==> src/rtl/spi_baud_generator.sv <==
// spi_baud_generator: SCLK divider with per-edge sample/shift strobes for the SPI master.
module spi_baud_generator #(
  parameter int DIV_W = 12
) (
  input  logic             PCLK,
  input  logic             PRESET,
  input  logic [1:0]       spi_mode_i,
  input  logic             spiswai_i,
  input  logic [2:0]       sppr_i,
  input  logic [2:0]       spr_i,
  input  logic             cpol_i,
  input  logic             cpha_i,
  input  logic             ss_i,
  output logic             sclk_o,
  output logic             sample_flag_o,
  output logic             shift_flag_o,
  output logic [DIV_W-1:0] BaudRateDivisor_o
);
  logic [DIV_W-1:0] cnt, half;
  logic active, toggle, leading;
  assign half = (DIV_W'(sppr_i) + DIV_W'(1)) << spr_i;
  assign BaudRateDivisor_o = half << 1;
  assign active = ~ss_i & (spi_mode_i == 2'b00 | (spi_mode_i == 2'b01 & ~spiswai_i));
  // >= rather than == so a mid-transfer rate reduction toggles at once instead of wrapping
  assign toggle = active & (cnt >= half - DIV_W'(1));
  assign leading = sclk_o == cpol_i;
  assign sample_flag_o = toggle & (leading ^ cpha_i);
  assign shift_flag_o = toggle & ~(leading ^ cpha_i);
  always_ff @(posedge PCLK or posedge PRESET) begin
    if (PRESET) begin
      cnt <= '0;
      sclk_o <= 1'b0;
    end else if (!active) begin
      cnt <= '0;
      sclk_o <= cpol_i;
    end else if (toggle) begin
      cnt <= '0;
      sclk_o <= ~sclk_o;
    end else begin
      cnt <= cnt + DIV_W'(1);
    end
  end
endmodule

==> config.mk <==
export PLATFORM = sky130hd
export DESIGN_NAME = spi_baud_generator
export DESIGN_NICKNAME = d
export VERILOG_FILES = /design/src/rtl/spi_baud_generator.sv
export SDC_FILE = /design/constraint.sdc
export NUM_CORES = 1
export LEC_CHECK = 0
export CORE_ASPECT_RATIO = 0.7
export CORE_MARGIN = 5
export CORE_UTILIZATION = 40
export DETAILED_ROUTE_END_ITERATION = 8
export DONT_BUFFER_PORTS = 1
export PLACE_DENSITY = 0.58
export RECOVER_POWER = 50
export SETUP_SLACK_MARGIN = 0.3
export SLEW_MARGIN = 10
export SYNTH_ARGS = -nofsm -noshare
export SYNTH_HDL_FRONTEND = slang
export SYNTH_SLANG_ARGS = --single-unit
==> constraint.sdc <==
create_clock -name PCLK -period 3.4 [get_ports PCLK]
set_input_delay 0.34 -clock PCLK [delete_from_list [all_inputs] [get_ports PCLK]]
set_output_delay 0.34 -clock PCLK [all_outputs]
set_load 0.05 [all_outputs]
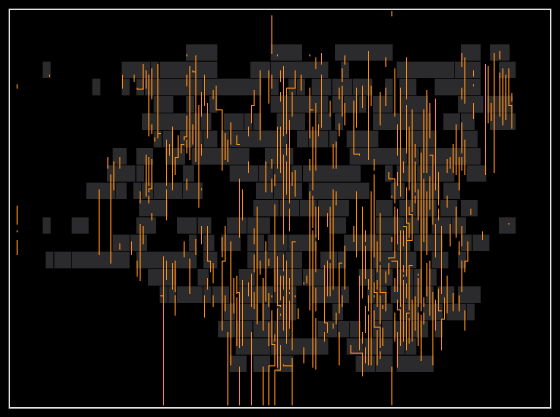
*The metal 2 layer, run 1*
The layer holds 43% of the routed length. The longest straight run is 27.2 um. 209 nets have wire on it.
met2 Use GR: 0.231
routed vias: 1484
DRT Wirelength: 4.10 mm

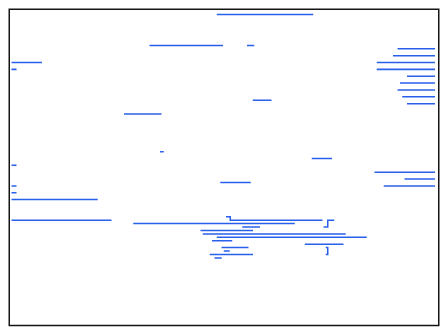
*Metal 3, run 1*
34 nets have wire on it. The layer holds 8.5% of the routed length. The wires run mostly horizontal.
GR met3 Demand/Resource: 0.0422

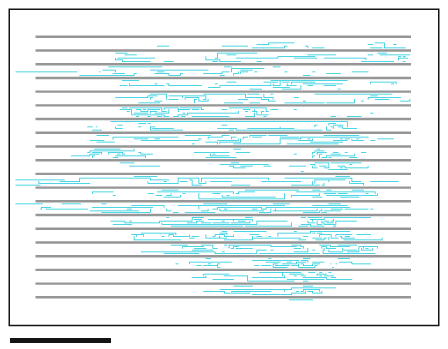
*The metal 1 layer, run 1*
The bar under the picture is 20 um long. Supply wires on this layer in gray.
The layer holds 48% of the routed length. 219 nets have wire on it. The wires run mostly horizontal. The longest straight run is 46.9 um.
GR met1 Demand/Resource: 0.226

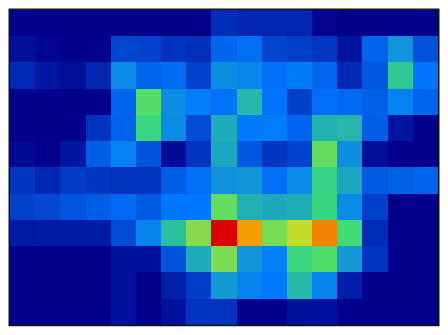
*Wire density map, run 1*
17 x 12 tiles, from dark blue (low) to red (high), scaled to the fullest tile. Values are wire area over tile area, all layers added.
The emptiest ninth of the die: south-west. The mean over all tiles is 0.13. 5.9% of the tiles are over half the peak. The fullest tile reaches 0.74.
GRT Total Usage: 0.155
Wirelength per Cell: 15.4 um

==> impl_metrics.env, run 1 <==
# source this file to load flow results
export IMPL_rr_endpoint="cnt[8]"
export IMPL_design_area_um2=1980
export IMPL_yosysTopAreaCell="dfrtp_1"
export IMPL_ys_chip_area_um2=1570
export IMPL_fillers=362
export IMPL_warnings=29
export IMPL_status="complete, but fails checks"
export IMPL_vdd_drop_max_v=0.000149
export IMPL_drv_slew=0
export IMPL_critical_path_endpoint="sample_flag_o"
export IMPL_sh_seq_area=0.165
export IMPL_ys_top_logic_family="simple AND/OR/NAND/NOR gates"
export IMPL_regMostFlops="cnt"
export IMPL_dr_first_iter_drc_count=128
export IMPL_postCtsSetupBuffers=1
export IMPL_setup_viol=2
export IMPL_timing_rr_start="cnt[5]"
export IMPL_finalNonFillerCells=266
export IMPL_ys_sh_mux=0.0135
export IMPL_hold_path_class="primary input to async pin"
export IMPL_final_period_utilization=1.01
export IMPL_buf_share=0.115
export IMPL_finalWorstSetupSlack_ns=-0.0395
export IMPL_cp_end_kind="output port"
export IMPL_cts_sinks=13
export IMPL_synthTopCellsByArea="dfrtp_1 (21%), ha_1 (12%), xor2_1 (6.7%), nor2_1 (5.0%), xnor2_1 (5.0%)"
export IMPL_power_density_nw_per_um2=277
export IMPL_area_delta_synth_final_pct=25.8
export IMPL_top_area_frac=0.207
export IMPL_violations="negative setup slack"
export IMPL_overflow=0
export IMPL_crit_cells=16
export IMPL_p_leak_nw=0.900
export IMPL_grt_pass1_wl_mm=6.89
export IMPL_fin_tns_setup_ns=-0.0457
export IMPL_cts_buffer_depth=2
export IMPL_pg_clk_w=0.000137
export IMPL_cp_max_fo=12
export IMPL_cp_slowest_cell="nor3b_2"
### Congestion heat map, run 1

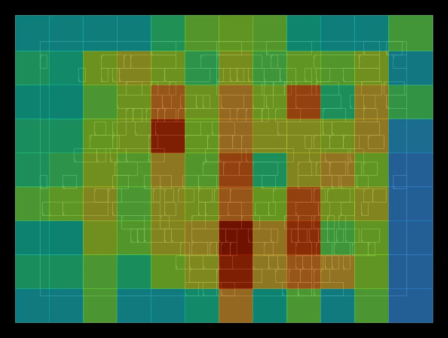

==> inputs of run 2 (changes only) <==
- CORE_UTILIZATION: 40 -> 58
- PLACE_DENSITY: 0.58 -> 0.78
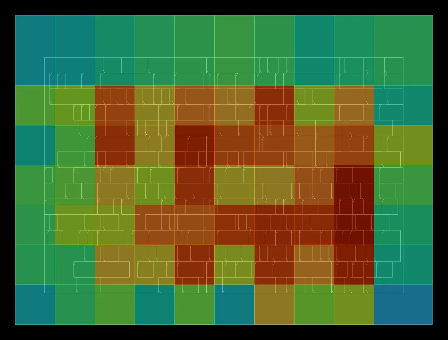
*Congestion heat map, run 2*
Wirelength per Cell: 18.3 um
met2 Use GR: 0.423
Final Util: 0.792

==> run 2 against run 1 <==
Compared with the run above: sequential share of layout area is 0.24 points lower; flip-flop count did not move; power increased by 3.4%; combinational power up 6%; routed wire length is 12% higher; the flow still finishes with violations (negative setup slack); worst hold slack worse by 0.018 ns; non-clock buffer count increased by 2; critical endpoint unchanged; synthesized area stayed put; setup slack lost 0.061 ns; global-route usage increased by 11 points; largest power group unchanged; first-iteration DRC count down 20%; die size decreased by 27%.
==> impl_metrics.env, run 2 <==
# source this file to load flow results
export IMPL_cts_sinks=13
export IMPL_crit_cells=16
export IMPL_grt_pass1_wl_mm=7.91
export IMPL_grt_total_usage=0.265
export IMPL_finalWorstSetupSlack_ns=-0.101
export IMPL_final_period_utilization=1.03
export IMPL_ys_top_logic_family="simple AND/OR/NAND/NOR gates"
export IMPL_finalNonFillerCells=251
export IMPL_critical_path_endpoint="sample_flag_o"
export IMPL_timing_rr_start="cnt[5]"
export IMPL_sh_seq_area=0.162
export IMPL_regMostFlops="cnt"
export IMPL_overflow=0
export IMPL_fillers=166
export IMPL_die_h_um=53.6
export IMPL_hold_path_class="primary input to async pin"
export IMPL_cp_slowest_cell="ha_1"
export IMPL_postCtsSetupBuffers=3
export IMPL_comb_power_w=0.000263
export IMPL_common_cells="nor2_1 (21), nand2_1 (19), ha_1 (15)"
export IMPL_buf_share=0.120
export IMPL_dr_first_iter_drc_count=103
export IMPL_fin_tns_setup_ns=-0.231
export IMPL_fa_ha_area_frac=0.119
export IMPL_synthTopCellsByArea="dfrtp_1 (21%), ha_1 (12%), xor2_1 (6.7%), nor2_1 (5.0%), xnor2_1 (5.0%)"
export IMPL_vdd_drop_max_v=0.000239
export IMPL_warnings=29
export IMPL_p_leak_nw=0.919
export IMPL_violations="negative setup slack"
export IMPL_non_clock_buffer_count=30
export IMPL_area_delta_synth_final_pct=27.6
export IMPL_cts_buffer_depth=2
export IMPL_comb_share=0.653
export IMPL_ys_chip_area_um2=1570
export IMPL_timing_fmax_mhz=286
export IMPL_drv_slew=0
export IMPL_worstPathCellList="ha_4, or2_4, buf_4, a221oi_2, a311oi_2, nand2b_4, buf_6, nor3_4, xnor2_1, ha_1, nand4_1, or2_4, o221ai_4, nand2_2, nor2_4, buf_12"
export IMPL_top_area_frac=0.207
export IMPL_rr_endpoint="sclk_o"
export IMPL_design_area_um2=2010
export IMPL_status="complete, but fails checks"
export IMPL_pg_clk_w=0.000140
export IMPL_pg_seq_w=0.000163
export IMPL_yosysTopAreaCell="dfrtp_1"
export IMPL_setup_viol=8
export IMPL_power_density_nw_per_um2=282
export IMPL_cp_end_kind="output port"
export IMPL_cp_max_fo=12
export IMPL_ys_sh_mux=0.0135
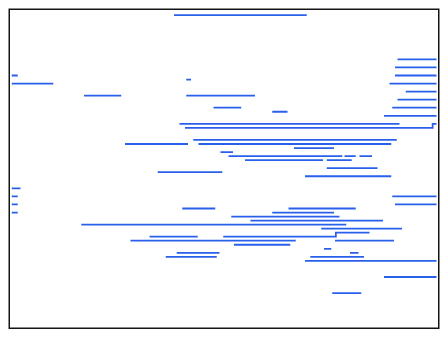
*Metal 3, run 2*
48 nets have wire on it. The layer carries 626 um of wire. The longest straight run is 44.4 um.
GR met3 Demand/Resource: 0.123
DRT Wirelength: 4.59 mm
routed vias: 1575

Power figures rest on the tool's default switching activity, not on a simulated workload.
